===== src/rtl/av2_loop_filter_sequencer_if.sv =====
// av2_loop_filter_sequencer_if: frame control, per-stage start/valid/ready and status for the loop-filter sequencer.
interface av2_loop_filter_sequencer_if;
   logic       frame_start;
   logic [7:0] sb_cols_in;
   logic [7:0] sb_rows_in;
   logic       dbk_en;
   logic       cdef_en;
   logic       lr_en;
   logic       dbk_start;
   logic       cdef_start;
   logic       lr_start;
   logic       dbk_valid;
   logic       cdef_valid;
   logic       lr_valid;
   logic       dbk_ready;
   logic       cdef_ready;
   logic       lr_ready;
   logic [7:0] sb_x;
   logic [7:0] sb_y;
   logic       busy;
   logic       frame_done;
   logic       timeout_err;
   modport master (
      input  frame_start, sb_cols_in, sb_rows_in, dbk_en, cdef_en, lr_en,
      input  dbk_valid, cdef_valid, lr_valid,
      output dbk_start, cdef_start, lr_start, dbk_ready, cdef_ready, lr_ready,
      output sb_x, sb_y, busy, frame_done, timeout_err
   );
   modport slave (
      output frame_start, sb_cols_in, sb_rows_in, dbk_en, cdef_en, lr_en,
      output dbk_valid, cdef_valid, lr_valid,
      input  dbk_start, cdef_start, lr_start, dbk_ready, cdef_ready, lr_ready,
      input  sb_x, sb_y, busy, frame_done, timeout_err
   );
endinterface


===== src/rtl/av2_loop_filter_sequencer.sv =====
// av2_loop_filter_sequencer: serial deblock -> CDEF -> LR scheduler over a raster superblock walk,
// with a per-stage watchdog that aborts the frame.
module av2_loop_filter_sequencer #(
   parameter int MAX_SB_COLS    = 16,
   parameter int MAX_SB_ROWS    = 16,
   parameter int TIMEOUT_CYCLES = 4096
) (
   input logic                          clk,
   input logic                          rst_n,
   av2_loop_filter_sequencer_if.master  bus
);
   localparam int              CW      = $clog2(TIMEOUT_CYCLES);
   localparam logic [7:0]      MAX_C   = 8'(MAX_SB_COLS);
   localparam logic [7:0]      MAX_R   = 8'(MAX_SB_ROWS);
   localparam logic [CW-1:0]   CNT_MAX = CW'(TIMEOUT_CYCLES - 1);
   typedef enum logic [3:0] {IDLE, DBK_S, DBK_W, CDEF_S, CDEF_W, LR_S, LR_W, NEXT_SB, DONE} state_t;
   state_t        state_q, state_d, first_in, first_q, after_dbk, after_cdef;
   logic [7:0]    cols_q, cols_d, rows_q, rows_d, sb_x_q, sb_x_d, sb_y_q, sb_y_d, cols_in, rows_in;
   logic [2:0]    en_q, en_d, en_in;
   logic [CW-1:0] cnt_q, cnt_d;
   logic          terr_q, terr_d;
   logic          accept, in_w, w_valid, timeout, col_end, last_sb;
   always_comb begin
      accept     = state_q == IDLE && bus.frame_start;
      cols_in    = bus.sb_cols_in > MAX_C ? MAX_C : bus.sb_cols_in;
      rows_in    = bus.sb_rows_in > MAX_R ? MAX_R : bus.sb_rows_in;
      en_in      = {bus.lr_en, bus.cdef_en, bus.dbk_en};
      in_w       = state_q inside {DBK_W, CDEF_W, LR_W};
      w_valid    = (state_q == DBK_W && bus.dbk_valid) || (state_q == CDEF_W && bus.cdef_valid) ||
                   (state_q == LR_W && bus.lr_valid);
      timeout    = in_w && !w_valid && cnt_q == CNT_MAX;
      col_end    = sb_x_q == cols_q - 8'd1;
      last_sb    = col_end && sb_y_q == rows_q - 8'd1;
      first_in   = en_in[0] ? DBK_S : en_in[1] ? CDEF_S : en_in[2] ? LR_S : NEXT_SB;
      first_q    = en_q[0] ? DBK_S : en_q[1] ? CDEF_S : en_q[2] ? LR_S : NEXT_SB;
      after_dbk  = en_q[1] ? CDEF_S : en_q[2] ? LR_S : NEXT_SB;
      after_cdef = en_q[2] ? LR_S : NEXT_SB;
   end
   // Position advances only on non-final superblocks so the last position is held at DONE.
   always_comb begin
      cols_d = accept ? cols_in : cols_q;
      rows_d = accept ? rows_in : rows_q;
      en_d   = accept ? en_in : en_q;
      sb_x_d = accept ? 8'd0 : (state_q == NEXT_SB && !last_sb) ? (col_end ? 8'd0 : sb_x_q + 8'd1) : sb_x_q;
      sb_y_d = accept ? 8'd0 : (state_q == NEXT_SB && !last_sb && col_end) ? sb_y_q + 8'd1 : sb_y_q;
      cnt_d  = (in_w && !w_valid) ? (cnt_q == CNT_MAX ? cnt_q : cnt_q + 1'b1) : '0;
      terr_d = accept ? 1'b0 : (timeout | terr_q);
   end
   always_comb begin
      state_d = state_q;
      case (state_q)
         IDLE:    if (accept) state_d = (cols_in == 8'd0 || rows_in == 8'd0) ? DONE : first_in;
         DBK_S:   state_d = DBK_W;
         DBK_W:   state_d = bus.dbk_valid ? after_dbk : timeout ? DONE : DBK_W;
         CDEF_S:  state_d = CDEF_W;
         CDEF_W:  state_d = bus.cdef_valid ? after_cdef : timeout ? DONE : CDEF_W;
         LR_S:    state_d = LR_W;
         LR_W:    state_d = bus.lr_valid ? NEXT_SB : timeout ? DONE : LR_W;
         NEXT_SB: state_d = last_sb ? DONE : first_q;
         DONE:    state_d = IDLE;
         default: state_d = IDLE;
      endcase
   end
   always_ff @(posedge clk or negedge rst_n) begin
      if (!rst_n) begin
         state_q <= IDLE;
         cols_q  <= '0;
         rows_q  <= '0;
         en_q    <= '0;
         sb_x_q  <= '0;
         sb_y_q  <= '0;
         cnt_q   <= '0;
         terr_q  <= 1'b0;
      end else begin
         state_q <= state_d;
         cols_q  <= cols_d;
         rows_q  <= rows_d;
         en_q    <= en_d;
         sb_x_q  <= sb_x_d;
         sb_y_q  <= sb_y_d;
         cnt_q   <= cnt_d;
         terr_q  <= terr_d;
      end
   end
   always_comb begin
      bus.dbk_start   = state_q == DBK_S;
      bus.cdef_start  = state_q == CDEF_S;
      bus.lr_start    = state_q == LR_S;
      bus.dbk_ready   = state_q == DBK_W;
      bus.cdef_ready  = state_q == CDEF_W;
      bus.lr_ready    = state_q == LR_W;
      bus.busy        = state_q != IDLE;
      bus.frame_done  = state_q == DONE;
      bus.sb_x        = sb_x_q;
      bus.sb_y        = sb_y_q;
      bus.timeout_err = terr_q;
   end
endmodule


===== src/flat_wrapper.sv =====
// flat-port wrapper written by rule: the top's interface ports become plain ports
module av2_loop_filter_sequencer_flat 
#(
   parameter int MAX_SB_COLS    = 16,
   parameter int MAX_SB_ROWS    = 16,
   parameter int TIMEOUT_CYCLES = 4096
)
  (clk, rst_n, bus_frame_start, bus_sb_cols_in, bus_sb_rows_in, bus_dbk_en, bus_cdef_en, bus_lr_en, bus_dbk_valid, bus_cdef_valid, bus_lr_valid, bus_dbk_start, bus_cdef_start, bus_lr_start, bus_dbk_ready, bus_cdef_ready, bus_lr_ready, bus_sb_x, bus_sb_y, bus_busy, bus_frame_done, bus_timeout_err);
  av2_loop_filter_sequencer_if bus_i ();
  input logic clk;
  input logic rst_n;
  input wire logic [$bits(bus_i.frame_start)-1:0] bus_frame_start;
  input wire logic [$bits(bus_i.sb_cols_in)-1:0] bus_sb_cols_in;
  input wire logic [$bits(bus_i.sb_rows_in)-1:0] bus_sb_rows_in;
  input wire logic [$bits(bus_i.dbk_en)-1:0] bus_dbk_en;
  input wire logic [$bits(bus_i.cdef_en)-1:0] bus_cdef_en;
  input wire logic [$bits(bus_i.lr_en)-1:0] bus_lr_en;
  input wire logic [$bits(bus_i.dbk_valid)-1:0] bus_dbk_valid;
  input wire logic [$bits(bus_i.cdef_valid)-1:0] bus_cdef_valid;
  input wire logic [$bits(bus_i.lr_valid)-1:0] bus_lr_valid;
  output wire logic [$bits(bus_i.dbk_start)-1:0] bus_dbk_start;
  output wire logic [$bits(bus_i.cdef_start)-1:0] bus_cdef_start;
  output wire logic [$bits(bus_i.lr_start)-1:0] bus_lr_start;
  output wire logic [$bits(bus_i.dbk_ready)-1:0] bus_dbk_ready;
  output wire logic [$bits(bus_i.cdef_ready)-1:0] bus_cdef_ready;
  output wire logic [$bits(bus_i.lr_ready)-1:0] bus_lr_ready;
  output wire logic [$bits(bus_i.sb_x)-1:0] bus_sb_x;
  output wire logic [$bits(bus_i.sb_y)-1:0] bus_sb_y;
  output wire logic [$bits(bus_i.busy)-1:0] bus_busy;
  output wire logic [$bits(bus_i.frame_done)-1:0] bus_frame_done;
  output wire logic [$bits(bus_i.timeout_err)-1:0] bus_timeout_err;
  assign bus_i.frame_start = bus_frame_start;
  assign bus_i.sb_cols_in = bus_sb_cols_in;
  assign bus_i.sb_rows_in = bus_sb_rows_in;
  assign bus_i.dbk_en = bus_dbk_en;
  assign bus_i.cdef_en = bus_cdef_en;
  assign bus_i.lr_en = bus_lr_en;
  assign bus_i.dbk_valid = bus_dbk_valid;
  assign bus_i.cdef_valid = bus_cdef_valid;
  assign bus_i.lr_valid = bus_lr_valid;
  assign bus_dbk_start = bus_i.dbk_start;
  assign bus_cdef_start = bus_i.cdef_start;
  assign bus_lr_start = bus_i.lr_start;
  assign bus_dbk_ready = bus_i.dbk_ready;
  assign bus_cdef_ready = bus_i.cdef_ready;
  assign bus_lr_ready = bus_i.lr_ready;
  assign bus_sb_x = bus_i.sb_x;
  assign bus_sb_y = bus_i.sb_y;
  assign bus_busy = bus_i.busy;
  assign bus_frame_done = bus_i.frame_done;
  assign bus_timeout_err = bus_i.timeout_err;
  av2_loop_filter_sequencer #(.MAX_SB_COLS(MAX_SB_COLS), .MAX_SB_ROWS(MAX_SB_ROWS), .TIMEOUT_CYCLES(TIMEOUT_CYCLES)) u_core (.clk(clk), .rst_n(rst_n), .bus(bus_i));
endmodule

===== config.mk =====
export PLATFORM = sky130hd
export DESIGN_NAME = av2_loop_filter_sequencer_flat
export DESIGN_NICKNAME = d
export VERILOG_FILES = /design/src/rtl/av2_loop_filter_sequencer_if.sv /design/src/rtl/av2_loop_filter_sequencer.sv /design/src/flat_wrapper.sv
export SDC_FILE = /design/constraint.sdc
export NUM_CORES = 1
export LEC_CHECK = 0
export CAP_MARGIN = 20
export CORE_MARGIN = 4
export CORE_UTILIZATION = 55
export CTS_CLUSTER_SIZE = 14
export DETAILED_ROUTE_END_ITERATION = 16
export PLACE_DENSITY = 0.91
export SLEW_MARGIN = 30
export SYNTH_ARGS = -nofsm -noshare
export SYNTH_HDL_FRONTEND = slang
export SYNTH_SLANG_ARGS = --single-unit
export TNS_END_PERCENT = 1

===== constraint.sdc =====
create_clock -name clk -period 3.6 [get_ports clk]
set_input_delay 0.54 -clock clk [delete_from_list [all_inputs] [get_ports clk]]
set_output_delay 0.54 -clock clk [all_outputs]
set_load 0.005 [all_outputs]

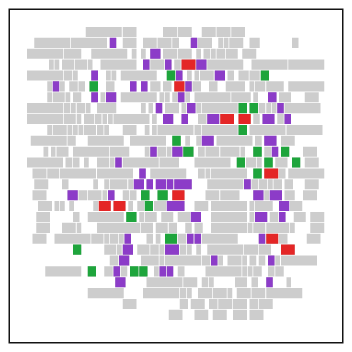
*Gate-type map*
Scale: 4 px per um.
Key: non-inverting ao/oa cells = red [cells 10]; and/or cells = green [cells 23]; aoi and oai cells = purple [cells 61]

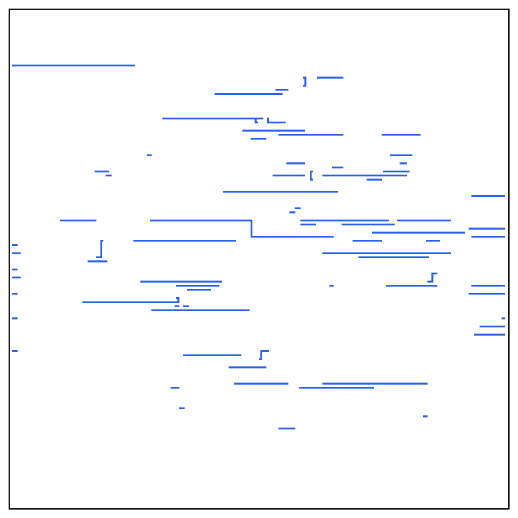
*Signal wires on met3*
Scale: 6 px per um.
The wires run mostly horizontal. 53 nets have wire on it.

==> reports/metrics.cfg <==
[run_status]
status=finished clean

[hold_path]
min_path_type=primary input to async pin

[setup_path]
required_ns=3.83
crit_path_end_kind=flop
setup.worst_path.start=u_core.cols_q[0]
crit_buf_inv=2
crit_slowest_cell=or4_1
critPathKind=flop to flop

[sta]
fin_tns_setup_ns=0
min_period_ns=2.936
clock_skew_ns=0.01049
worst_slew_pin_slew_ns=0.8195
maxSlewViolCount=0
fin_ws_ns=0.6639
hold_violations=0

[global_routing]
grtUsageMet3_pct=4.067
antenna_found_initial=0
top_usage_layer=met2
met2_usage_pct=38.92
grt_pass1_wl_mm=13.24
gr-total-overflow=0
use_met1_pct=28.39

[clock_network]
clock_path_buffers=2
cts_hold_buf=0
clk_pin_slew_worst_paths_ns=0.10
clock_latency_ns=0.30

[power_and_ir_drop]
clkPwrFrac_pct=19.6
ir_worst_vdd_mv=0.2942
p_int_mw=1.387
power.density_mw_per_mm2=592.5
swShare_pct=38.26
seq_power_share_pct=38.1
power_mw=2.247
switchingPower_uw=859.9

[synthesis]
yosys.area_share.adder_pct=2.021
synth.distinct_cells=50
xor_area_share_pct=6.791
edf_count=0
ys_sh_mux_pct=2.910
avgSynthCellArea_um2=8.647
ys_dominant_reg_cell=dfrtp_1
top_area_share_pct=42.04
synth_cells=358
logic_family=simple AND/OR/NAND/NOR gates
largest_area_cell=dfrtp_1
syn-cell-area_mm2=0.003095
ys_seq_share_pct=42.04
ys_warn_count=0

[floorplan]
initCoreUtil_pct=56.56
rows=27
die_h_um=83.02
pin_count=50

[placement]
portBuffers=49
post-dp-hpwl_mm=5.811
place_ws_ns=0.6090
gp_congestion=0.9930

[drt]
vias_per_cell=6.108
wl_per_cell_um=16.46
drc=0
drtIter0Drc=217

[flow_run]
warning_count=26

[layout]
comb_area_mm2=0.001699
drive_gt1_share_pct=5.637

==> final timing paths <==
path	endpoint	slack, ns	cells after the start
max in group asynchronous	u_core.cnt_q[11]	2.65	2
min in group clk	u_core.en_q[0]	0.49	2
min	u_core.cols_q[7]	0.18	1
max	u_core.bus.sb_y[5]	0.66	9
min reg2reg	u_core.en_q[0]	0.49	2
max reg2reg	u_core.bus.sb_y[5]	0.66	9
==> cells by family (layout without fill, tap and decap cells) <==
family | after synthesis | in the layout
DFF | 52 | 52
AOI/OAI and AO/OA | 71 | 71
and+or+nand+nor | 172 | 172
xor gates and xnor gates | 24 | 24
adders and majority gates | 5 | 5
buffers and inverters | 25 | 75
muxes | 9 | 9
==> synthesized netlist by cell type (2+ instances only) <==
cell,number
a211o_1,2
a211oi_1,4
a21oi_1,17
a2bb2oi_1,4
a31o_2,2
and2_0,2
and2_1,7
and3_1,4
clkbuf_1,12
dfrtp_1,52
ha_1,5
inv_1,12
mux2i_1,9
nand2_1,49
nand2b_1,10
nand3_1,24
nand4_1,8
nor2_1,29
nor2b_1,3
nor3_1,12
nor3b_1,2
nor4_1,10
o211ai_1,2
o21ai_0,18
o21bai_1,4
o31ai_1,4
or2_2,3
or3_1,2
or4_1,3
xnor2_1,13
xor2_1,11
==> routing by layer <==
layer | part of all wire [%] | vias up
met3 | 5.9 | 27
met2 | 51 | 118
li1 | - | 1372
met5 | 0 | -
met4 | 3.0 | 0
met1 | 40 | 1415
==> flip-flops by register name (all words and copies together), names as in the netlist <==
| name | flops |
|---|---|
| u_core.en_q | 3 |
| u_core.state_q | 4 |
| u_core.cols_q | 8 |
| u_core.rows_q | 8 |
| u_core.bus.sb_x | 8 |
| u_core.bus.timeout_err | 1 |
| u_core.bus.sb_y | 8 |
| u_core.cnt_q | 12 |
==> power groups by stage <==
stage / Sequential, mW / Combinational [mW] / Clock [mW]
floorplan: 0.786 / 0.693 / 0
global placement: 0.848 / 0.899 / 0
detailed placement: 0.855 / 0.937 / 0
CTS: 0.848 / 0.949 / 0.443
global route: 0.869 / 1.06 / 0.472
finish: 0.855 / 0.952 / 0.440
==> layout make-up <==
type | count | area share [%]
Sequential cell | 52 | 34.31
Tap cell | 72 | 2.375
Inverter | 12 | 1.188
Timing Repair Buffer | 55 | 13.99
Multi-Input combinational cell | 281 | 44.80
Clock buffer | 7 | 2.540
Clock inverter | 1 | 0.7918
==> metrics by stage <==
step           instances  hold slack [ns]  utilization [%]  area, um2
2_1_floorplan        358           0.2444                -       3095
3_3_place_gp         471           0.4640            66.85       3659
3_5_place_dp         471           0.4680            66.85       3659
4_1_cts              479           0.1998            69.16       3785
5_1_grt              480           0.2179            69.30       3792
6_report             480           0.1846            69.30       3792
Power figures rest on the tool's default switching activity, not on a simulated workload.
